## src/rtl/alu_arbiter_if.sv

```systemverilog
// alu_arbiter_if
// Bundles every non-clock signal around the ALU arbiter: two request channels
// (valid/ready, operands, op), the registered ALU drive and its result/carry
// return, the tagged response channel, and the status outputs busy/ops_done.
// Modports:
//   slave  - the arbiter itself
//   master - the requesters, response consumer and ALU on the other side
interface alu_arbiter_if #(
  parameter int WIDTH = 16
);
  logic             req0_valid;
  logic             req0_ready;
  logic [WIDTH-1:0] req0_a;
  logic [WIDTH-1:0] req0_b;
  logic             req0_op;

  logic             req1_valid;
  logic             req1_ready;
  logic [WIDTH-1:0] req1_a;
  logic [WIDTH-1:0] req1_b;
  logic             req1_op;

  logic [WIDTH-1:0] alu_a;
  logic [WIDTH-1:0] alu_b;
  logic             alu_op;
  logic [WIDTH-1:0] alu_result;
  logic             alu_carry;

  logic             rsp_valid;
  logic             rsp_ready;
  logic             rsp_id;
  logic [WIDTH-1:0] rsp_result;
  logic             rsp_carry;

  logic             busy;
  logic [15:0]      ops_done;

  modport slave (
    input  req0_valid, req0_a, req0_b, req0_op,
    input  req1_valid, req1_a, req1_b, req1_op,
    output req0_ready, req1_ready,
    output alu_a, alu_b, alu_op,
    input  alu_result, alu_carry,
    output rsp_valid, rsp_id, rsp_result, rsp_carry,
    input  rsp_ready,
    output busy, ops_done
  );

  modport master (
    output req0_valid, req0_a, req0_b, req0_op,
    output req1_valid, req1_a, req1_b, req1_op,
    input  req0_ready, req1_ready,
    input  alu_a, alu_b, alu_op,
    output alu_result, alu_carry,
    input  rsp_valid, rsp_id, rsp_result, rsp_carry,
    output rsp_ready,
    input  busy, ops_done
  );
endinterface

```

## src/rtl/alu_arbiter.sv

```systemverilog
// alu_arbiter
// Shares a single combinational ALU between two requesters. A round-robin
// grant picks one pending request in IDLE, its operands are registered onto
// the ALU for one EXEC cycle, and the captured result/carry is returned on a
// tagged response channel held stable until the consumer accepts it.
// Ports:
//   clk   - rising-edge clock
//   rst_n - asynchronous active-low reset
//   bus   - alu_arbiter_if.slave (requests, ALU drive/return, response,
//           busy and the wrapping completed-operation counter ops_done)
module alu_arbiter #(
  parameter int WIDTH = 16
) (
  input  logic          clk,
  input  logic          rst_n,
  alu_arbiter_if.slave  bus
);

  typedef enum logic [1:0] {
    IDLE = 2'd0,
    EXEC = 2'd1,
    RESP = 2'd2
  } state_t;

  state_t           state;
  state_t           state_nxt;

  logic             last_grant;
  logic             grant_any;
  logic             grant_id;
  logic             accept;
  logic             rsp_hs;

  logic [WIDTH-1:0] alu_a_q;
  logic [WIDTH-1:0] alu_b_q;
  logic             alu_op_q;
  logic             rsp_id_q;
  logic [WIDTH-1:0] rsp_result_q;
  logic             rsp_carry_q;
  logic [15:0]      ops_done_q;

  // Round-robin choice: a lone requester always wins; on a tie the one that
  // was not served last goes first.
  always_comb begin
    grant_any = bus.req0_valid | bus.req1_valid;
    if (bus.req0_valid && bus.req1_valid) begin
      grant_id = ~last_grant;
    end else begin
      grant_id = bus.req1_valid;
    end
  end

  // Ready is gated by rst_n so nothing looks accepted while reset is held.
  assign accept         = rst_n && (state == IDLE) && grant_any;
  assign rsp_hs         = (state == RESP) && bus.rsp_ready;
  assign bus.req0_ready = accept && !grant_id;
  assign bus.req1_ready = accept && grant_id;

  always_comb begin
    state_nxt = state;
    case (state)
      IDLE:    if (grant_any) state_nxt = EXEC;
      EXEC:    state_nxt = RESP;
      RESP:    if (bus.rsp_ready) state_nxt = IDLE;
      default: state_nxt = IDLE;
    endcase
  end

  always_ff @(posedge clk or negedge rst_n) begin
    if (!rst_n) begin
      state <= IDLE;
    end else begin
      state <= state_nxt;
    end
  end

  // Operand capture on grant, result capture at the end of EXEC, and the
  // bookkeeping (counter, round-robin pointer) on the response handshake.
  always_ff @(posedge clk or negedge rst_n) begin
    if (!rst_n) begin
      alu_a_q      <= '0;
      alu_b_q      <= '0;
      alu_op_q     <= 1'b0;
      rsp_id_q     <= 1'b0;
      rsp_result_q <= '0;
      rsp_carry_q  <= 1'b0;
      ops_done_q   <= 16'd0;
      last_grant   <= 1'b1;
    end else begin
      if (state == IDLE && grant_any) begin
        alu_a_q  <= grant_id ? bus.req1_a  : bus.req0_a;
        alu_b_q  <= grant_id ? bus.req1_b  : bus.req0_b;
        alu_op_q <= grant_id ? bus.req1_op : bus.req0_op;
        rsp_id_q <= grant_id;
      end
      if (state == EXEC) begin
        rsp_result_q <= bus.alu_result;
        rsp_carry_q  <= bus.alu_carry;
      end
      if (rsp_hs) begin
        ops_done_q <= ops_done_q + 16'd1;
        last_grant <= rsp_id_q;
      end
    end
  end

  assign bus.alu_a      = alu_a_q;
  assign bus.alu_b      = alu_b_q;
  assign bus.alu_op     = alu_op_q;
  assign bus.rsp_valid  = (state == RESP);
  assign bus.rsp_id     = rsp_id_q;
  assign bus.rsp_result = rsp_result_q;
  assign bus.rsp_carry  = rsp_carry_q;
  assign bus.busy       = (state != IDLE);
  assign bus.ops_done   = ops_done_q;

endmodule

```

## src/flat_wrapper.sv

```systemverilog
// flat-port wrapper written by rule: the top's interface ports become plain ports
module alu_arbiter_flat 
#(
  parameter int WIDTH = 16
)
  (clk, rst_n, bus_req0_valid, bus_req0_a, bus_req0_b, bus_req0_op, bus_req1_valid, bus_req1_a, bus_req1_b, bus_req1_op, bus_req0_ready, bus_req1_ready, bus_alu_a, bus_alu_b, bus_alu_op, bus_alu_result, bus_alu_carry, bus_rsp_valid, bus_rsp_id, bus_rsp_result, bus_rsp_carry, bus_rsp_ready, bus_busy, bus_ops_done);
  alu_arbiter_if #(.WIDTH(WIDTH)) bus_i ();
  input  logic clk;
  input  logic rst_n;
  input wire logic [$bits(bus_i.req0_valid)-1:0] bus_req0_valid;
  input wire logic [$bits(bus_i.req0_a)-1:0] bus_req0_a;
  input wire logic [$bits(bus_i.req0_b)-1:0] bus_req0_b;
  input wire logic [$bits(bus_i.req0_op)-1:0] bus_req0_op;
  input wire logic [$bits(bus_i.req1_valid)-1:0] bus_req1_valid;
  input wire logic [$bits(bus_i.req1_a)-1:0] bus_req1_a;
  input wire logic [$bits(bus_i.req1_b)-1:0] bus_req1_b;
  input wire logic [$bits(bus_i.req1_op)-1:0] bus_req1_op;
  output wire logic [$bits(bus_i.req0_ready)-1:0] bus_req0_ready;
  output wire logic [$bits(bus_i.req1_ready)-1:0] bus_req1_ready;
  output wire logic [$bits(bus_i.alu_a)-1:0] bus_alu_a;
  output wire logic [$bits(bus_i.alu_b)-1:0] bus_alu_b;
  output wire logic [$bits(bus_i.alu_op)-1:0] bus_alu_op;
  input wire logic [$bits(bus_i.alu_result)-1:0] bus_alu_result;
  input wire logic [$bits(bus_i.alu_carry)-1:0] bus_alu_carry;
  output wire logic [$bits(bus_i.rsp_valid)-1:0] bus_rsp_valid;
  output wire logic [$bits(bus_i.rsp_id)-1:0] bus_rsp_id;
  output wire logic [$bits(bus_i.rsp_result)-1:0] bus_rsp_result;
  output wire logic [$bits(bus_i.rsp_carry)-1:0] bus_rsp_carry;
  input wire logic [$bits(bus_i.rsp_ready)-1:0] bus_rsp_ready;
  output wire logic [$bits(bus_i.busy)-1:0] bus_busy;
  output wire logic [$bits(bus_i.ops_done)-1:0] bus_ops_done;
  assign bus_i.req0_valid = bus_req0_valid;
  assign bus_i.req0_a = bus_req0_a;
  assign bus_i.req0_b = bus_req0_b;
  assign bus_i.req0_op = bus_req0_op;
  assign bus_i.req1_valid = bus_req1_valid;
  assign bus_i.req1_a = bus_req1_a;
  assign bus_i.req1_b = bus_req1_b;
  assign bus_i.req1_op = bus_req1_op;
  assign bus_req0_ready = bus_i.req0_ready;
  assign bus_req1_ready = bus_i.req1_ready;
  assign bus_alu_a = bus_i.alu_a;
  assign bus_alu_b = bus_i.alu_b;
  assign bus_alu_op = bus_i.alu_op;
  assign bus_i.alu_result = bus_alu_result;
  assign bus_i.alu_carry = bus_alu_carry;
  assign bus_rsp_valid = bus_i.rsp_valid;
  assign bus_rsp_id = bus_i.rsp_id;
  assign bus_rsp_result = bus_i.rsp_result;
  assign bus_rsp_carry = bus_i.rsp_carry;
  assign bus_i.rsp_ready = bus_rsp_ready;
  assign bus_busy = bus_i.busy;
  assign bus_ops_done = bus_i.ops_done;
  alu_arbiter #(.WIDTH(WIDTH)) u_core (.clk(clk), .rst_n(rst_n), .bus(bus_i));
endmodule
```

## config.mk

```make
export PLATFORM = sky130hd
export DESIGN_NAME = alu_arbiter_flat
export DESIGN_NICKNAME = d
export VERILOG_FILES = /design/src/rtl/alu_arbiter_if.sv /design/src/rtl/alu_arbiter.sv /design/src/flat_wrapper.sv
export SDC_FILE = /design/constraint.sdc
export NUM_CORES = 1
export LEC_CHECK = 0
export ABC_AREA = 1
export ABC_CLOCK_PERIOD_IN_PS = 2400
export CAP_MARGIN = 5
export CORE_MARGIN = 2
export CORE_UTILIZATION = 40
export CTS_CLUSTER_DIAMETER = 60
export DETAILED_ROUTE_END_ITERATION = 10
export PLACE_DENSITY = 0.8
export SLEW_MARGIN = 15
export SYNTH_ARGS = -nofsm -noshare
export SYNTH_HDL_FRONTEND = slang
export SYNTH_SLANG_ARGS = --single-unit
export TNS_END_PERCENT = 5
```

## constraint.sdc

```tcl
create_clock -name clk -period 2.4 [get_ports clk]
set_input_delay 0.72 -clock clk [delete_from_list [all_inputs] [get_ports clk]]
set_output_delay 0.72 -clock clk [all_outputs]
set_load 0.02 [all_outputs]
```

==> flow_summary.toml <==
# generated from flow reports
[placement]
place_congestion = 0.8210
pre_cts_slack_ps = -563.1
placed_area_mm2 = 0.004883
port_buffers = 158
post-dp-hpwl_um = 6092
dp_cells = 596

[critical_path]
critPathKind = "reg2out"
worstSetupEndpointType = "output port"
arrival_ps = 1560
path_max_fanout = 4
critPathLaunchType = "register"

[power_and_ir_drop]
ir_drop_mv = 0.5850
p_leak_nw = 2.233
totalPowerFinal_w = 0.005812

[clock_network]
clk_latency_ps = 330
clkTransAtPathRegs_ps = 70
clock_path_buffers = 2
numCtsBuffers = 9
cts_root_buffer = "clkbuf_8"
postCtsHoldBufs = 0
cts_resized = 14
cts_tree = "built"

[die]
die_h_um = 93.70
fp.dieArea_mm2 = 0.008779
io_pins = 159
rows = 32
coreArea_mm2 = 0.007767
taps = 102

[logic_synthesis]
syn_avg_cell_area_um2 = 9.410
ys_seq_elements = 70
yosysWarningCount = 0
synth_seq_share_pct = 54.47
netlist_area_mm2 = 0.003218
synth_top_area_share_pct = 53.65
aoi_share_pct = 11.55
yosys-stat-area_mm2 = 0.003218
ys_types = 28
ys_sh_xor_pct = 2.722
synthesis.nets = 431
simple_gate_area_share_pct = 18.08
yosys-top-cells-area = "dfrtp_1 54%, nand2_1 7.8%, o21ai_0 6.1%, nor2_1 5.4%, o21ai_1 4.8%"
ys_sh_mux_pct = 6.998

[layout]
n_clock_buffer = 12
num-fill-cells = 657
comb_area_share_pct = 25.41
comb_cells = 236
signal_buffers = 166
syn2layout_area_growth_pct = 56.96
mi_logic_area_mm2 = 0.001284
inv_count = 22
largestClassByArea = "flip-flops and latches"
final_cell_mix = "152 x clkdlybuf4s50_1, 69 x dfrtp_1, 67 x nand2_1"
layout_top_cell = "clkdlybuf4s50_1"
flops = 70
clkCellAreaFrac_pct = 3.319
nets = 594
antenna_cells = 0
drive_above_1_share_pct = 10.98

[global_route]
grt_start_max_net_pins = 71
grt_first_pass_wirelength_um = 13470
antenna_found_initial = 0
overflow = 0
track_usage_pct = 19.50
grt_pass1_vias = 2990

[timing]
post-route-period-util_pct = 94.81
maxSlewHeadroom_pct = 42.47
finalSetupTns_ps = 0
period_needed_ps = 2275
setup_viol = 0
max_freq_ghz = 0.4395
slew_violations = 0
fin_skew_ps = 8.525
hold_viol = 0
tightest_slew_ps = 863.0
whs_ps = 488.5

[job]
cap_violations = 0
warnings = 26

[hold_path]
hp-class = "reg2reg"

[detailed_routing]
routed_wl_um = 8291
ant_nets = 0
routed_via_density = 4.796
first_pass_iters = 4
wl_per_cell_um = 13.55
drt_iter0_markers = 105

[status]
outcome = "completed"
==> path summary, 6_finish.rpt <==
kind                                      start              endpoint  slack (ps)  depth (start not counted)
min in group asynchronous                 rst_n   u_core.bus.alu_b[7]         610                          2
min reg2reg                u_core.bus.alu_b[15]  u_core.bus.alu_b[15]         490                          2
min                        u_core.bus.alu_b[15]  u_core.bus.alu_b[15]         490                          2
max reg2reg                     u_core.state[1]  u_core.bus.alu_b[12]         770                          6
max                             u_core.state[1]              bus_busy         120                          3
max in group asynchronous                 rst_n   u_core.bus.alu_a[7]        1240                          2
==> critical path, stage by stage (launching register included) <==
cell             delay (ps)
dfrtp_1                 440
nor2_4                  190
inv_1                    60
clkdlybuf4s50_1         540
==> flip-flops by register name, summed over array words and instances, names as in the netlist, 2 cells and up <==
name                   count
u_core.bus.alu_a          16
u_core.bus.alu_b          16
u_core.bus.ops_done       16
u_core.bus.rsp_result     16
u_core.state               2
==> cells in the mapped netlist, drive strengths merged <==
cell type and number:
dfrtp 69, a21oi 1, xor2 7, nand2 69, nand3 8, o21ai 71
inv 22, nand4 4, xnor2 3, mux2 17, buf 12, clkbuf 2
nor2 50, nor3 5, dfstp 1, ha 1
==> per-layer routing <==
metal | vias up | global-route usage, % | part of all wire [%]
met1 | 1342 | 21.78 | 40
met3 | 20 | 6.742 | 9.6
met5 | - | 0 | 0
li1 | 1445 | - | -
met2 | 128 | 33.10 | 47
met4 | 0 | 9.541 | 2.9
==> report_power, final <==
group	total [W]	switching [W]	internal [W]
Clock	0.000828	0.000429	0.000399
Combinational	0.00299	0.00153	0.00146
Sequential	0.00199	0.000308	0.00169
Total	0.00581	0.00226	0.00355
### Layout detail

Window x 58 to 83, y 58 to 83 um. Cells in grey, sequential cells in the stronger grey; small squares are vias.
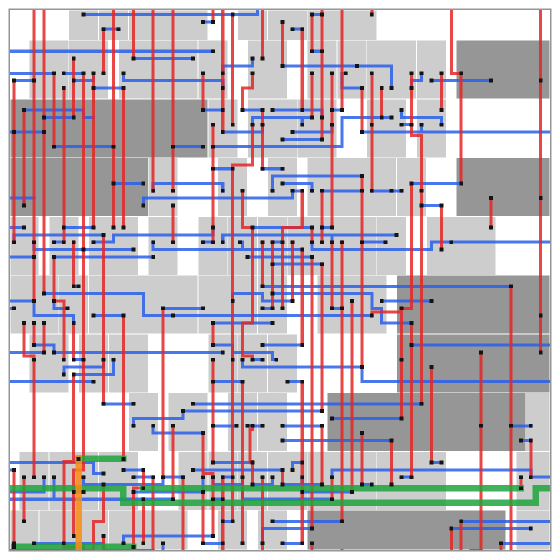
Green stands for M3. Orange stands for M4. Red stands for M2. Blue stands for M1.
71 logic cells have their middle in the window. Netlist names of flops here include u_core.bus.ops_done (6). Most frequent: nand2_1 (19), nor2_1 (9), inv_1 (8). Sequential cells in the window: 6.

### Register map, names as in the netlist

(4 px per um) Other sequential cells in the stronger grey, the rest of the logic in the fainter grey.
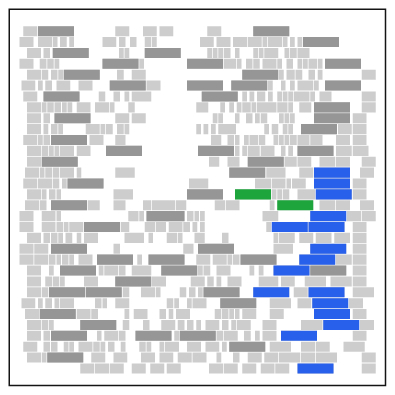
Blue stands for u_core.bus.rsp_result, sequential cells 16. Green stands for u_core.state, sequential cells 2.
Another 52 sequential cells are not coloured.
Sequential cell area: 0.001753 mm2
sequential share of cell area: 34.70%
Core Util, Final: 65.03%

### Gate-type map

(3 px per um)
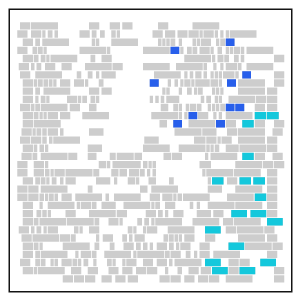
Cyan stands for mux cells, cells 17. Blue stands for xor and xnor cells, cells 10.

